--- src/rtl/mux_demux_pkg.sv ---
// Shared definitions for the 16-channel round-robin mux and its matching 1-to-16 demux.
package mux_demux_pkg;

  localparam int N_CH   = 16;
  localparam int SEL_W  = 4;
  localparam int DATA_W = 1;

  // Channel index carried alongside every beat so the demux can route it back out
  typedef logic [SEL_W-1:0] ch_sel_t;

  // Output register occupancy
  typedef enum logic {
    EMPTY = 1'b0,
    FULL  = 1'b1
  } out_state_t;

endpackage

--- src/rtl/mux_16to1_rr_arbiter_if.sv ---
// Bundle of the 16 input handshakes and the single output stream of the arbiter.
interface mux_16to1_rr_arbiter_if;

  logic [mux_demux_pkg::N_CH-1:0]                       in_valid;
  logic [mux_demux_pkg::N_CH*mux_demux_pkg::DATA_W-1:0] in_data;
  logic [mux_demux_pkg::N_CH-1:0]                       in_ready;
  logic                                                 out_valid;
  logic [mux_demux_pkg::DATA_W-1:0]                     out_data;
  mux_demux_pkg::ch_sel_t                               out_sel;
  logic                                                 out_ready;

  // Environment side: drives the sources and the downstream ready
  modport master (
    output in_valid, in_data, out_ready,
    input  in_ready, out_valid, out_data, out_sel
  );

  // Arbiter side
  modport slave (
    input  in_valid, in_data, out_ready,
    output in_ready, out_valid, out_data, out_sel
  );

endinterface

--- src/rtl/rr_pick16.sv ---
// Round-robin picker: rotate requests so ptr sits at bit 0, find the lowest set bit,
// then rotate the found offset back into an absolute channel index.
module rr_pick16
  import mux_demux_pkg::*;
(
  input  logic [N_CH-1:0] req,
  input  ch_sel_t         ptr,
  output ch_sel_t         gnt_idx,
  output logic            gnt_any
);

  logic [N_CH-1:0] rot;
  ch_sel_t         off;

  // Rotate so that channel ptr lands on bit 0 and higher bits follow in round-robin order
  always_comb begin
    rot = '0;
    for (int i = 0; i < N_CH; i++) begin
      rot[i] = req[ptr + SEL_W'(i)];
    end
  end

  // Lowest set bit of the rotated vector is the first requester at or after ptr
  always_comb begin
    off = '0;
    for (int i = N_CH - 1; i >= 0; i--) begin
      if (rot[i]) begin
        off = SEL_W'(i);
      end
    end
  end

  assign gnt_idx = ptr + off;
  assign gnt_any = |req;

endmodule

--- src/rtl/mux_16to1_rr_arbiter.sv ---
// 16-to-1 round-robin stream mux with a single registered output stage.
// Each output beat is tagged with its source channel on out_sel.
module mux_16to1_rr_arbiter
  import mux_demux_pkg::*;
(
  input  logic                          clk,
  input  logic                          rst_n,
  mux_16to1_rr_arbiter_if.slave         bus
);

  out_state_t        state_q;
  logic [DATA_W-1:0] data_q;
  ch_sel_t           sel_q;
  ch_sel_t           ptr_q;
  ch_sel_t           ptr_d;

  ch_sel_t           gnt_idx;
  logic              gnt_any;
  logic              load_en;
  logic              take;
  logic [DATA_W-1:0] sel_data;

  rr_pick16 u_pick (
    .req     (bus.in_valid),
    .ptr     (ptr_q),
    .gnt_idx (gnt_idx),
    .gnt_any (gnt_any)
  );

  // The output register can accept a new beat when empty or when its beat leaves this cycle
  assign load_en = (state_q == EMPTY) || bus.out_ready;
  assign take    = rst_n && load_en && gnt_any;
  assign ptr_d   = gnt_idx + 4'd1;

  assign bus.in_ready = take ? ({{(N_CH-1){1'b0}}, 1'b1} << gnt_idx) : '0;

  // Select the granted channel's data slice
  always_comb begin
    sel_data = '0;
    for (int k = 0; k < N_CH; k++) begin
      if (gnt_idx == SEL_W'(k)) begin
        sel_data = bus.in_data[k*DATA_W +: DATA_W];
      end
    end
  end

  // Output-stage FSM: load on grant, drain when the beat leaves with nothing to replace it
  always_ff @(posedge clk or negedge rst_n) begin
    if (!rst_n) begin
      state_q <= EMPTY;
      data_q  <= '0;
      sel_q   <= '0;
      ptr_q   <= '0;
    end else begin
      case (state_q)
        EMPTY: begin
          if (gnt_any) begin
            state_q <= FULL;
            data_q  <= sel_data;
            sel_q   <= gnt_idx;
            ptr_q   <= ptr_d;
          end
        end
        FULL: begin
          if (bus.out_ready) begin
            if (gnt_any) begin
              data_q <= sel_data;
              sel_q  <= gnt_idx;
              ptr_q  <= ptr_d;
            end else begin
              state_q <= EMPTY;
            end
          end
        end
        default: state_q <= EMPTY;
      endcase
    end
  end

  assign bus.out_valid = (state_q == FULL);
  assign bus.out_data  = data_q;
  assign bus.out_sel   = sel_q;

endmodule

--- src/flat_wrapper.sv ---
// flat-port wrapper written by rule: the top's interface ports become plain ports
module mux_16to1_rr_arbiter_flat import mux_demux_pkg::*;
  (clk, rst_n, bus_in_valid, bus_in_data, bus_out_ready, bus_in_ready, bus_out_valid, bus_out_data, bus_out_sel);
  mux_16to1_rr_arbiter_if bus_i ();
  input  logic clk;
  input  logic rst_n;
  input wire logic [$bits(bus_i.in_valid)-1:0] bus_in_valid;
  input wire logic [$bits(bus_i.in_data)-1:0] bus_in_data;
  input wire logic [$bits(bus_i.out_ready)-1:0] bus_out_ready;
  output wire logic [$bits(bus_i.in_ready)-1:0] bus_in_ready;
  output wire logic [$bits(bus_i.out_valid)-1:0] bus_out_valid;
  output wire logic [$bits(bus_i.out_data)-1:0] bus_out_data;
  output wire logic [$bits(bus_i.out_sel)-1:0] bus_out_sel;
  assign bus_i.in_valid = bus_in_valid;
  assign bus_i.in_data = bus_in_data;
  assign bus_i.out_ready = bus_out_ready;
  assign bus_in_ready = bus_i.in_ready;
  assign bus_out_valid = bus_i.out_valid;
  assign bus_out_data = bus_i.out_data;
  assign bus_out_sel = bus_i.out_sel;
  mux_16to1_rr_arbiter u_core (.clk(clk), .rst_n(rst_n), .bus(bus_i));
endmodule
--- config.mk ---
export PLATFORM = sky130hd
export DESIGN_NAME = mux_16to1_rr_arbiter_flat
export DESIGN_NICKNAME = d
export VERILOG_FILES = /design/src/rtl/mux_demux_pkg.sv /design/src/rtl/mux_16to1_rr_arbiter_if.sv /design/src/rtl/rr_pick16.sv /design/src/rtl/mux_16to1_rr_arbiter.sv /design/src/flat_wrapper.sv
export SDC_FILE = /design/constraint.sdc
export NUM_CORES = 1
export LEC_CHECK = 0
export ABC_CLOCK_PERIOD_IN_PS = 5700
export CORE_MARGIN = 3
export CORE_UTILIZATION = 35
export DETAILED_ROUTE_END_ITERATION = 10
export PLACE_DENSITY_LB_ADDON = 0.12
export SLEW_MARGIN = 10
export SYNTH_ARGS = -nofsm -noshare
export SYNTH_HDL_FRONTEND = slang
export SYNTH_SLANG_ARGS = --single-unit
--- constraint.sdc ---
create_clock -name clk -period 5.7 [get_ports clk]
set_input_delay 1.14 -clock clk [delete_from_list [all_inputs] [get_ports clk]]
set_output_delay 1.14 -clock clk [all_outputs]
set_load 0.03 [all_outputs]
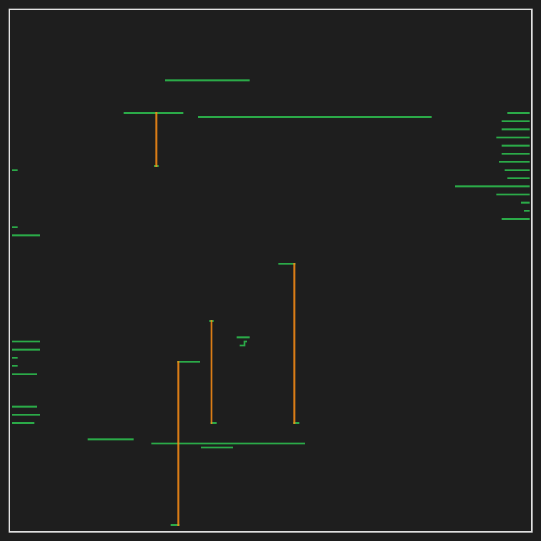
Figure 1: signal wires by layer.
Drawn at 6 px/µm. Two of the layers only.
met3 -> green  # wire length 206 µm
met4 -> orange  # wire length 79.6 µm

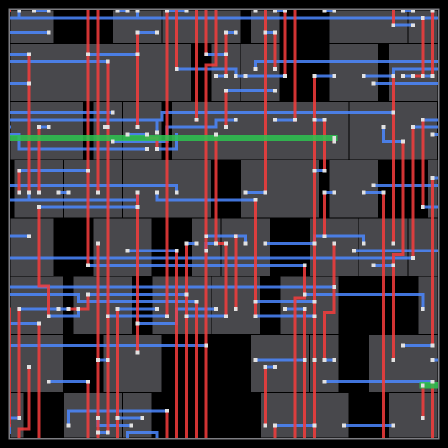
Figure 2: zoomed window.
Window x 55 to 75, y 55 to 75 µm. Cells in gray, sequential cells in the stronger gray; small squares are vias.
met1 -> blue
met3 -> green
met2 -> red
cells with their middle in the window = 40
most frequent = buf_4 (10)
sequential cells in the window = 0

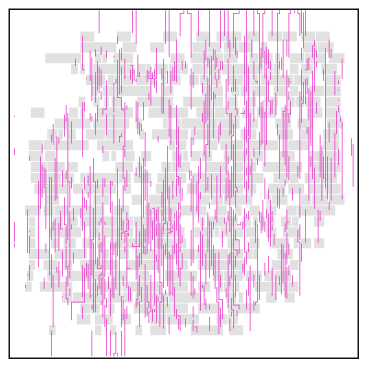
Figure 3: the metal 2 layer.
Drawn at 4 px/µm. Cells faint in the background.
longest straight run = 35.0 µm
wire length on this layer = 3650 µm

==> impl_metrics.env <==
# yosys + openroad results
export IMPL_ant_nets=0
export IMPL_path_max_fanout=4
export IMPL_fin_util=0.632
export IMPL_mux_share=0.409
export IMPL_ctsResizeCount=132
export IMPL_gr_usage_met2=0.331
export IMPL_setup_viol=16
export IMPL_setup_slack_ns=-0.0497
export IMPL_met1_usage=0.288
export IMPL_numSynthFlops=10
export IMPL_dr_pass1_iters=4
export IMPL_violations="setup timing"
export IMPL_hold_path_class="reg2reg"
export IMPL_drtIter0Drc=47
export IMPL_regToRegSetupSlack_ns=0.46
export IMPL_wl_per_cell_um=16.5
export IMPL_wl_met2_mm=3.65
export IMPL_status="finished with violations"
export IMPL_nonClkBufAreaFrac=0.316
export IMPL_num_nonclk_buffers=139
